<file path="config.mk">
export PLATFORM = sky130hd
export DESIGN_NAME = coasia_approval_engine_flat
export DESIGN_NICKNAME = d
export VERILOG_FILES = /design/src/rtl/coasia_approval_if.sv /design/src/rtl/coasia_approval_engine.sv /design/src/flat_wrapper.sv
export SDC_FILE = /design/constraint.sdc
export NUM_CORES = 1
export LEC_CHECK = 0
export ABC_AREA = 1
export CORE_MARGIN = 10
export CORE_UTILIZATION = 45
export CTS_CLUSTER_SIZE = 25
export DETAILED_ROUTE_END_ITERATION = 8
export HOLD_SLACK_MARGIN = 0.08
export PLACE_DENSITY_LB_ADDON = 0.15
export SYNTH_ARGS = -nofsm -noshare
export SYNTH_HDL_FRONTEND = slang
export SYNTH_SLANG_ARGS = --single-unit
</file>
<file path="constraint.sdc">
create_clock -name i_clk -period 1.6 [get_ports i_clk]
set_input_delay 0.4 -clock i_clk [delete_from_list [all_inputs] [get_ports i_clk]]
set_output_delay 0.4 -clock i_clk [all_outputs]
set_load 0.02 [all_outputs]
</file>
<file path="src/rtl/coasia_approval_if.sv">
// ---------------------------------------------------------------------------
// coasia_approval_if
// Application bus between an application source (master) and the approval
// engine (slave).
//   mems      master->slave  applicant family size, 0 = no application
//   lang_cer  master->slave  language certificate level 0..3
//   kore_sub  master->slave  Korean-subject credit present
//   approval  slave->master  one-cycle decision code
//                            00 none, 01 approved, 10 rejected, 11 deferred
// ---------------------------------------------------------------------------
interface coasia_approval_if;
   logic [2:0] mems;
   logic [1:0] lang_cer;
   logic       kore_sub;
   logic [1:0] approval;

   modport master (
      output mems,
      output lang_cer,
      output kore_sub,
      input  approval
   );

   modport slave (
      input  mems,
      input  lang_cer,
      input  kore_sub,
      output approval
   );
endinterface

</file>
<file path="src/rtl/coasia_approval_engine.sv">
// ---------------------------------------------------------------------------
// coasia_approval_engine
// Visa-application decision engine. Samples an application from the bus,
// scores it, applies eligibility rules and a per-window approval quota, and
// returns a one-cycle decision code two edges after the sample.
//
// Ports:
//   i_clk       single clock, all logic on posedge
//   i_rst       synchronous reset, active-high
//   bus         coasia_approval_if slave (mems/lang_cer/kore_sub in,
//               approval out)
//   o_appr_cnt  approvals issued, saturates at 255
//   o_rej_cnt   rejections issued, saturates at 255
//   o_drop_cnt  applications ignored while busy, saturates at 255
//
// FSM states:
//   state  | meaning
//   IDLE   | waiting; latches an application when mems != 0
//   EVAL   | registers score and large-family flag
//   DECIDE | loads approval code, updates counters and quota
// ---------------------------------------------------------------------------
module coasia_approval_engine #(
   parameter int QUOTA_MAX  = 4,
   parameter int WINDOW_CYC = 16,
   parameter int MIN_SCORE  = 3
) (
   input  logic                  i_clk,
   input  logic                  i_rst,
   coasia_approval_if.slave      bus,
   output logic [7:0]            o_appr_cnt,
   output logic [7:0]            o_rej_cnt,
   output logic [7:0]            o_drop_cnt
);

   localparam int WIN_W = (WINDOW_CYC > 2) ? $clog2(WINDOW_CYC) : 1;

   localparam logic [1:0] CODE_NONE  = 2'b00;
   localparam logic [1:0] CODE_APPR  = 2'b01;
   localparam logic [1:0] CODE_REJ   = 2'b10;
   localparam logic [1:0] CODE_DEFER = 2'b11;

   typedef enum logic [1:0] {
      IDLE   = 2'd0,
      EVAL   = 2'd1,
      DECIDE = 2'd2
   } state_t;

   state_t           r_state;
   logic [2:0]       r_mems;
   logic [1:0]       r_lang_cer;
   logic             r_kore_sub;
   logic [2:0]       r_score;
   logic             r_large;
   logic [1:0]       r_approval;
   logic [7:0]       r_appr_cnt;
   logic [7:0]       r_rej_cnt;
   logic [7:0]       r_drop_cnt;
   logic [WIN_W-1:0] r_win_cnt;
   logic [3:0]       r_quota_used;

   logic             w_present;
   logic             w_wrap;
   logic [1:0]       w_decision;
   logic             w_grant;

   assign w_present = (bus.mems != 3'd0);
   assign w_wrap    = (r_win_cnt == WIN_W'(WINDOW_CYC - 1));

   // Priority: large family without credit, then low score, then quota.
   always_comb begin
      w_decision = CODE_APPR;
      if (r_large && !r_kore_sub) begin
         w_decision = CODE_REJ;
      end else if (r_score < 3'(MIN_SCORE)) begin
         w_decision = CODE_REJ;
      end else if (r_quota_used == 4'(QUOTA_MAX)) begin
         w_decision = CODE_DEFER;
      end
   end

   assign w_grant = (r_state == DECIDE) && (w_decision == CODE_APPR);

   always_ff @(posedge i_clk) begin
      if (i_rst) begin
         r_state      <= IDLE;
         r_mems       <= 3'd0;
         r_lang_cer   <= 2'd0;
         r_kore_sub   <= 1'b0;
         r_score      <= 3'd0;
         r_large      <= 1'b0;
         r_approval   <= CODE_NONE;
         r_appr_cnt   <= 8'd0;
         r_rej_cnt    <= 8'd0;
         r_drop_cnt   <= 8'd0;
         r_win_cnt    <= '0;
         r_quota_used <= 4'd0;
      end else begin
         r_approval <= CODE_NONE;

         if (w_wrap) begin
            r_win_cnt <= '0;
         end else begin
            r_win_cnt <= r_win_cnt + WIN_W'(1);
         end

         // A grant on the wrap edge belongs to the new window.
         if (w_wrap) begin
            r_quota_used <= w_grant ? 4'd1 : 4'd0;
         end else if (w_grant) begin
            r_quota_used <= r_quota_used + 4'd1;
         end

         if ((r_state != IDLE) && w_present && (r_drop_cnt != 8'hFF)) begin
            r_drop_cnt <= r_drop_cnt + 8'd1;
         end

         case (r_state)
            IDLE: begin
               if (w_present) begin
                  r_mems     <= bus.mems;
                  r_lang_cer <= bus.lang_cer;
                  r_kore_sub <= bus.kore_sub;
                  r_state    <= EVAL;
               end
            end
            EVAL: begin
               r_score <= {1'b0, r_lang_cer} + {1'b0, r_kore_sub, 1'b0};
               r_large <= (r_mems >= 3'd5);
               r_state <= DECIDE;
            end
            DECIDE: begin
               r_approval <= w_decision;
               if ((w_decision == CODE_APPR) && (r_appr_cnt != 8'hFF)) begin
                  r_appr_cnt <= r_appr_cnt + 8'd1;
               end
               if ((w_decision == CODE_REJ) && (r_rej_cnt != 8'hFF)) begin
                  r_rej_cnt <= r_rej_cnt + 8'd1;
               end
               r_state <= IDLE;
            end
            default: begin
               r_state <= IDLE;
            end
         endcase
      end
   end

   assign bus.approval = r_approval;
   assign o_appr_cnt   = r_appr_cnt;
   assign o_rej_cnt    = r_rej_cnt;
   assign o_drop_cnt   = r_drop_cnt;

endmodule

</file>
<file path="src/flat_wrapper.sv">
// flat-port wrapper written by rule: the top's interface ports become plain ports
module coasia_approval_engine_flat 
#(
   parameter int QUOTA_MAX  = 4,
   parameter int WINDOW_CYC = 16,
   parameter int MIN_SCORE  = 3
)
  (i_clk, i_rst, o_appr_cnt, o_rej_cnt, o_drop_cnt, bus_mems, bus_lang_cer, bus_kore_sub, bus_approval);
  coasia_approval_if bus_i ();
  input  logic i_clk;
  input  logic i_rst;
  output logic [7:0] o_appr_cnt;
  output logic [7:0] o_rej_cnt;
  output logic [7:0] o_drop_cnt;
  input wire logic [$bits(bus_i.mems)-1:0] bus_mems;
  input wire logic [$bits(bus_i.lang_cer)-1:0] bus_lang_cer;
  input wire logic [$bits(bus_i.kore_sub)-1:0] bus_kore_sub;
  output wire logic [$bits(bus_i.approval)-1:0] bus_approval;
  assign bus_i.mems = bus_mems;
  assign bus_i.lang_cer = bus_lang_cer;
  assign bus_i.kore_sub = bus_kore_sub;
  assign bus_approval = bus_i.approval;
  coasia_approval_engine #(.QUOTA_MAX(QUOTA_MAX), .WINDOW_CYC(WINDOW_CYC), .MIN_SCORE(MIN_SCORE)) u_core (.i_clk(i_clk), .i_rst(i_rst), .bus(bus_i), .o_appr_cnt(o_appr_cnt), .o_rej_cnt(o_rej_cnt), .o_drop_cnt(o_drop_cnt));
endmodule
</file>
Fig. 1: run 1, placement by cell class
Scale bar: 20 um.
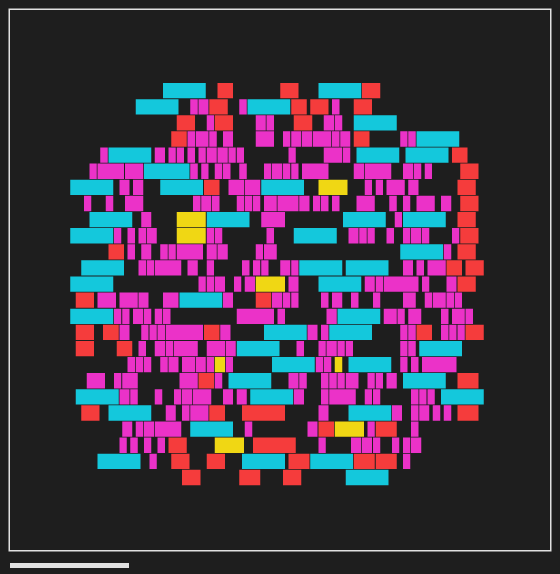
sequential cells -> cyan  # cells 46, share of their area 33%
clock drivers and dummy loads -> yellow  # cells 8, share of their area 3.3%
combinational and other logic -> magenta  # cells 265, share of their area 48%
remaining buffers and delay cells -> red  # cells 51, share of their area 16%
sequential share of cell area: 31.9%
design area: 2890 um2
Core Area: 4820 um2

Fig. 2: run 1, clock nets
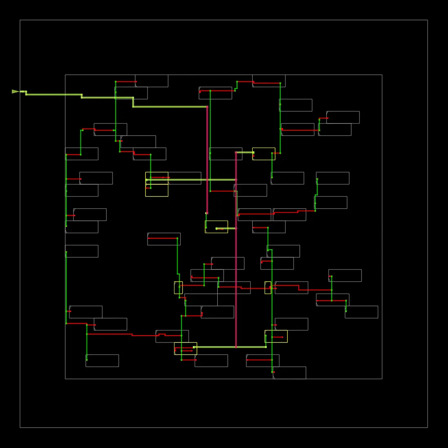
CLK BUF: 7
Latency at later pin: 300 ps

Fig. 3: run 1, clock wires, drivers and flops
Scale bar: 20 um.
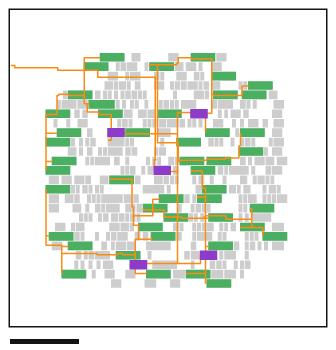
clock wires -> orange  # length 580 um
clock drivers -> purple  # count 5
flip-flops -> green  # count 46
routed clock nets = 6
clk pwr: 722 uW
final clock skew: 8.79 ps

==> impl_metrics.csv, run 1 <==
group,metric,value,unit
status,status,"finished, final reports clean",
clock_tree,post_cts_buffers,0,
cells_and_area,ff_count,46,
clock_tree,cts_resized,26,
min_path,hold_depth,2,
clock_tree,htree_levels,2,
placement,place_hpwl,3.61,mm
logic_synthesis,ys_top_logic_family,"simple AND/OR/NAND/NOR gates",
min_path,hp-class,"flop to flop",
cells_and_area,final_cells,437,
detailed_routing,route.met3.wl,240,um
logic_synthesis,adder_share,3.85,%
logic_synthesis,mux_share,0,%
placement,dp_cells,429,
clock_tree,numCtsBuffers,5,
cells_and_area,seq_area,922,um2
cells_and_area,utilization,59.9,%
logic_synthesis,synth_cell_types,27,
timing,maxSlewHeadroom,80.7,%
critical_path,path_buffers,1,
cells_and_area,bufAreaShareNonClock,15.9,%
critical_path,cp_slowest_cell,"dfxtp_1",
logic_synthesis,flop_cell,"dfxtp_1",
cells_and_area,logic_area,1190,um2
power_and_ir_drop,p_total,2230,uW
logic_synthesis,ys.flops,46,
logic_synthesis,top_cell_area_share,40.4,%
clock_tree,cts.path.max_buffers,2,
power_and_ir_drop,seq-power,1230,uW
grt,grtUsageMet2,21.0,%
## Run 2: what changed since run 1
SLEW_MARGIN = 0   (was default)
Fig. 4: run 2, clock nets
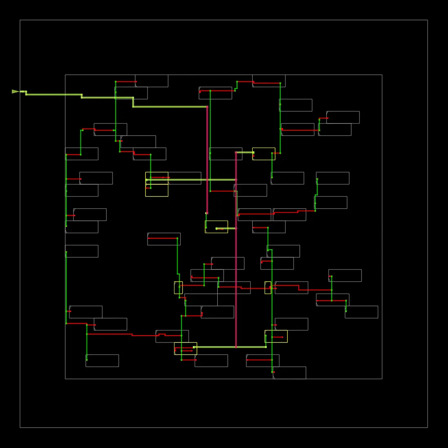
# clock sinks: 46
flip-flops: 46
CTS Buf Count: 5

==> run 2 against run 1 <==
  * Combinational power about the same
  * Sequential cell count unchanged
  * Critical path depth stayed put
  * Routed wire length unchanged
  * Non-clock buffer count unchanged
  * Via count unchanged
  * First-iteration DRC count stayed put
  * Clock power about the same
  * Die size unchanged
  * Highest routed layer unchanged
==> impl_metrics.csv, run 2 <==
group,metric,value,unit
status,status,"finished, final reports clean",
cells_and_area,clock_buffers,7,
detailed_routing,route.met3.wl,240,um
critical_path,path_buffers,1,
cells_and_area,layout.nets,384,
cells_and_area,utilization,59.9,%
min_path,hp-class,"flop to flop",
critical_path,rr_startpoint,"u_core.r_quota_used[1]$_SDFFE_PP0P_",
min_path,hold_depth,2,
placement,dp_cells,429,
cells_and_area,bufAreaShareNonClock,15.9,%
detailed_routing,highest_layer,"met4",
logic_synthesis,ys_top_logic_family,"simple AND/OR/NAND/NOR gates",
clock_tree,htree_levels,2,
critical_path,end_kind,"output pin",
logic_synthesis,synth_cell_types,27,
floorplanning,nWellTaps,67,
grt,grtUsageMet2,21.0,%
logic_synthesis,synthTopCellsByCount,"nand2_1, dfxtp_1, nor2_1, inv_1",
logic_synthesis,mux_share,0,%
power_and_ir_drop,p_clk,722,uW
placement,place_hpwl,3.61,mm
timing,max_freq,680,MHz
clock_tree,post_cts_buffers,0,
cells_and_area,final_cells,437,
logic_synthesis,synthAoiAreaFrac,12.2,%
timing,period_needed,1470,ps
clock_tree,worstSkewPairLatency,300,ps
power_and_ir_drop,seq-power,1230,uW
critical_path,reg2reg_depth,8,
logic_synthesis,ys_sh_simple,31.5,%
timing,maxSlewHeadroom,80.7,%
floorplanning,core,4820,um2
clock_tree,cts_resized,26,
logic_synthesis,flop_cell,"dfxtp_1",
logic_synthesis,ys.flops,46,
cells_and_area,seq_share,31.9,%
power_and_ir_drop,internal_power,1650,uW
cells_and_area,seq_area,922,um2
clock_tree,cts.path.max_buffers,2,
cells_and_area,final_area,2890,um2
timing,finalClockSkew,8.79,ps
cells_and_area,logic_area,1190,um2
logic_synthesis,top_cell_area_share,40.4,%
Fig. 5: run 2, clock wires, drivers and flops
Scale bar: 20 um.
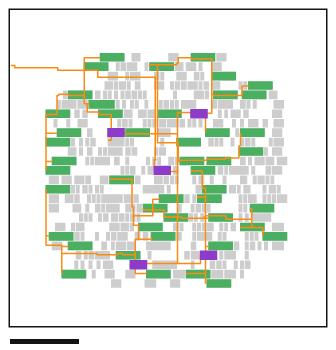
clock drivers -> purple  # count 5
flip-flops -> green  # count 46
clock wires -> orange  # length 580 um
routed clock nets = 6
clock power share: 32.4%

Fig. 6: run 2, logic cells by family
Scale bar: 20 um.
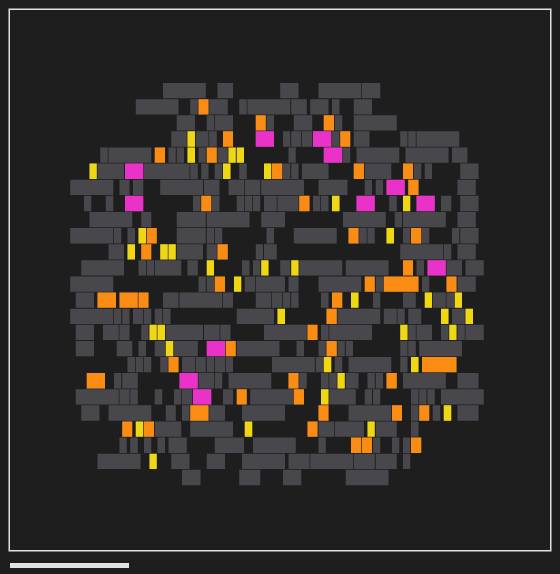

## Run 3: what changed since run 2
REMOVE_ABC_BUFFERS = 1   (was default)
SLEW_MARGIN = 20   (was 0)
Fig. 7: run 3, logic cells by family
Scale bar: 20 um.
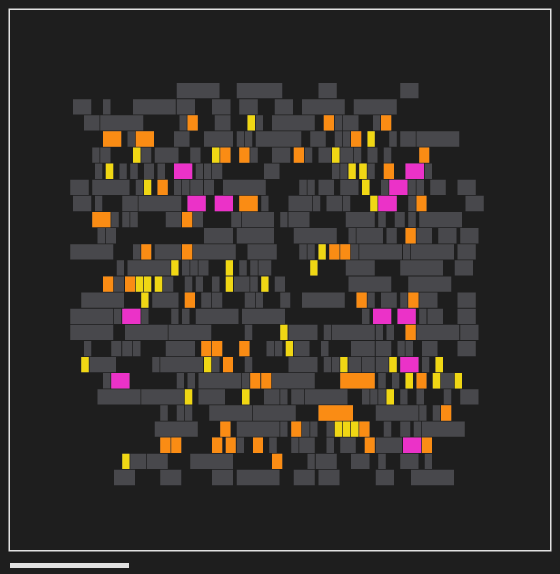
inv cells -> yellow  # cells 38, most used inv_1
xor and xnor cells -> magenta  # cells 12, most used xnor2_1
aoi and oai cells -> orange  # cells 48, most used a21oi_1
logic share of the area: 41.3%
Finished Layout Cells: 438
most frequent logic cell in the layout: nand2_1

Fig. 8: run 3, clock nets
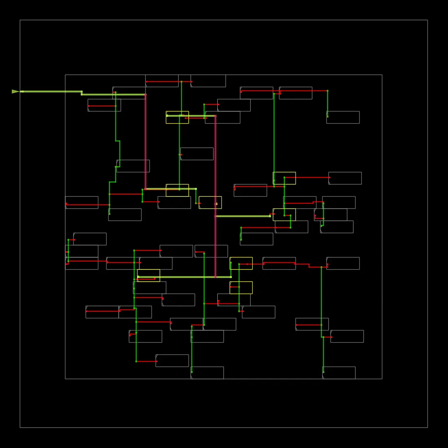
clk pwr: 818 uW
CLK BUF: 8
final clock skew: 6.64 ps

==> run 3 against run 2 <==
  * Design area increased by 0.35%
  * Die size unchanged
  * Sequential share of layout area decreased by 0.067 points
  * Core utilization increased by 0.21 points
  * Power increased by 3.9%
  * Routed wire length decreased by 1.7%
  * Via count increased by 0.63%
  * Non-clock buffer count increased by 1
  * Area after synthesis unchanged
  * Sequential cell count unchanged
  * Cell count increased by 0.23%
  * Critical path type unchanged
  * Largest cell class unchanged
  * Largest power group unchanged
  * Highest routed layer unchanged
==> impl_metrics.csv, run 3 <==
group,metric,value,unit
cells_and_area,final_area,2900,um2
critical_path,path_buffers,1,
floorplanning,nWellTaps,67,
clock_tree,clock-sinks,46,
timing,maxSlewHeadroom,78.6,%
logic_synthesis,synth_cell_types,27,
cells_and_area,ff_count,46,
logic_synthesis,synthTopCellsByCount,"nand2_1, dfxtp_1, nor2_1, inv_1",
status,status,"finished, final reports clean",
cells_and_area,bufAreaShareNonClock,15.2,%
logic_synthesis,mux_share,0,%
logic_synthesis,ys.flops,46,
logic_synthesis,synthAoiAreaFrac,12.2,%
cells_and_area,utilization,60.1,%
timing,period_needed,1470,ps
power_and_ir_drop,switching_share,25.0,%
logic_synthesis,ys_sh_simple,31.5,%
cells_and_area,layout.nets,385,
clock_tree,cts.path.max_buffers,2,
clock_tree,htree_levels,2,
min_path,hp-class,"flop to flop",
detailed_routing,route.met3.wl,259,um
critical_path,rr_startpoint,"u_core.r_quota_used[0]$_SDFFE_PP0P_",
clock_tree,post_cts_buffers,0,
placement,place_hpwl,3.53,mm
logic_synthesis,top_cell_area_share,40.4,%
clock_tree,worstSkewPairLatency,300,ps
logic_synthesis,flop_cell,"dfxtp_1",
power_and_ir_drop,seq-power,1230,uW
logic_synthesis,ys_top_logic_family,"simple AND/OR/NAND/NOR gates",
cells_and_area,logic_area,1200,um2
grt,grtUsageMet2,19.7,%
logic_synthesis,synth_area,2280,um2
detailed_routing,highest_layer,"met4",
clock_tree,numCtsBuffers,5,
cells_and_area,seq_area,923,um2
timing,max_freq,679,MHz
cells_and_area,fill_cells,472,
min_path,hold_depth,2,
critical_path,end_kind,"output pin",
clock_tree,cts_resized,26,
critical_path,reg2reg_depth,8,
cells_and_area,seq_share,31.9,%
power_and_ir_drop,clkPwrFrac,35.4,%
placement,dp_cells,430,
Power figures rest on the tool's default switching activity, not on a simulated workload.
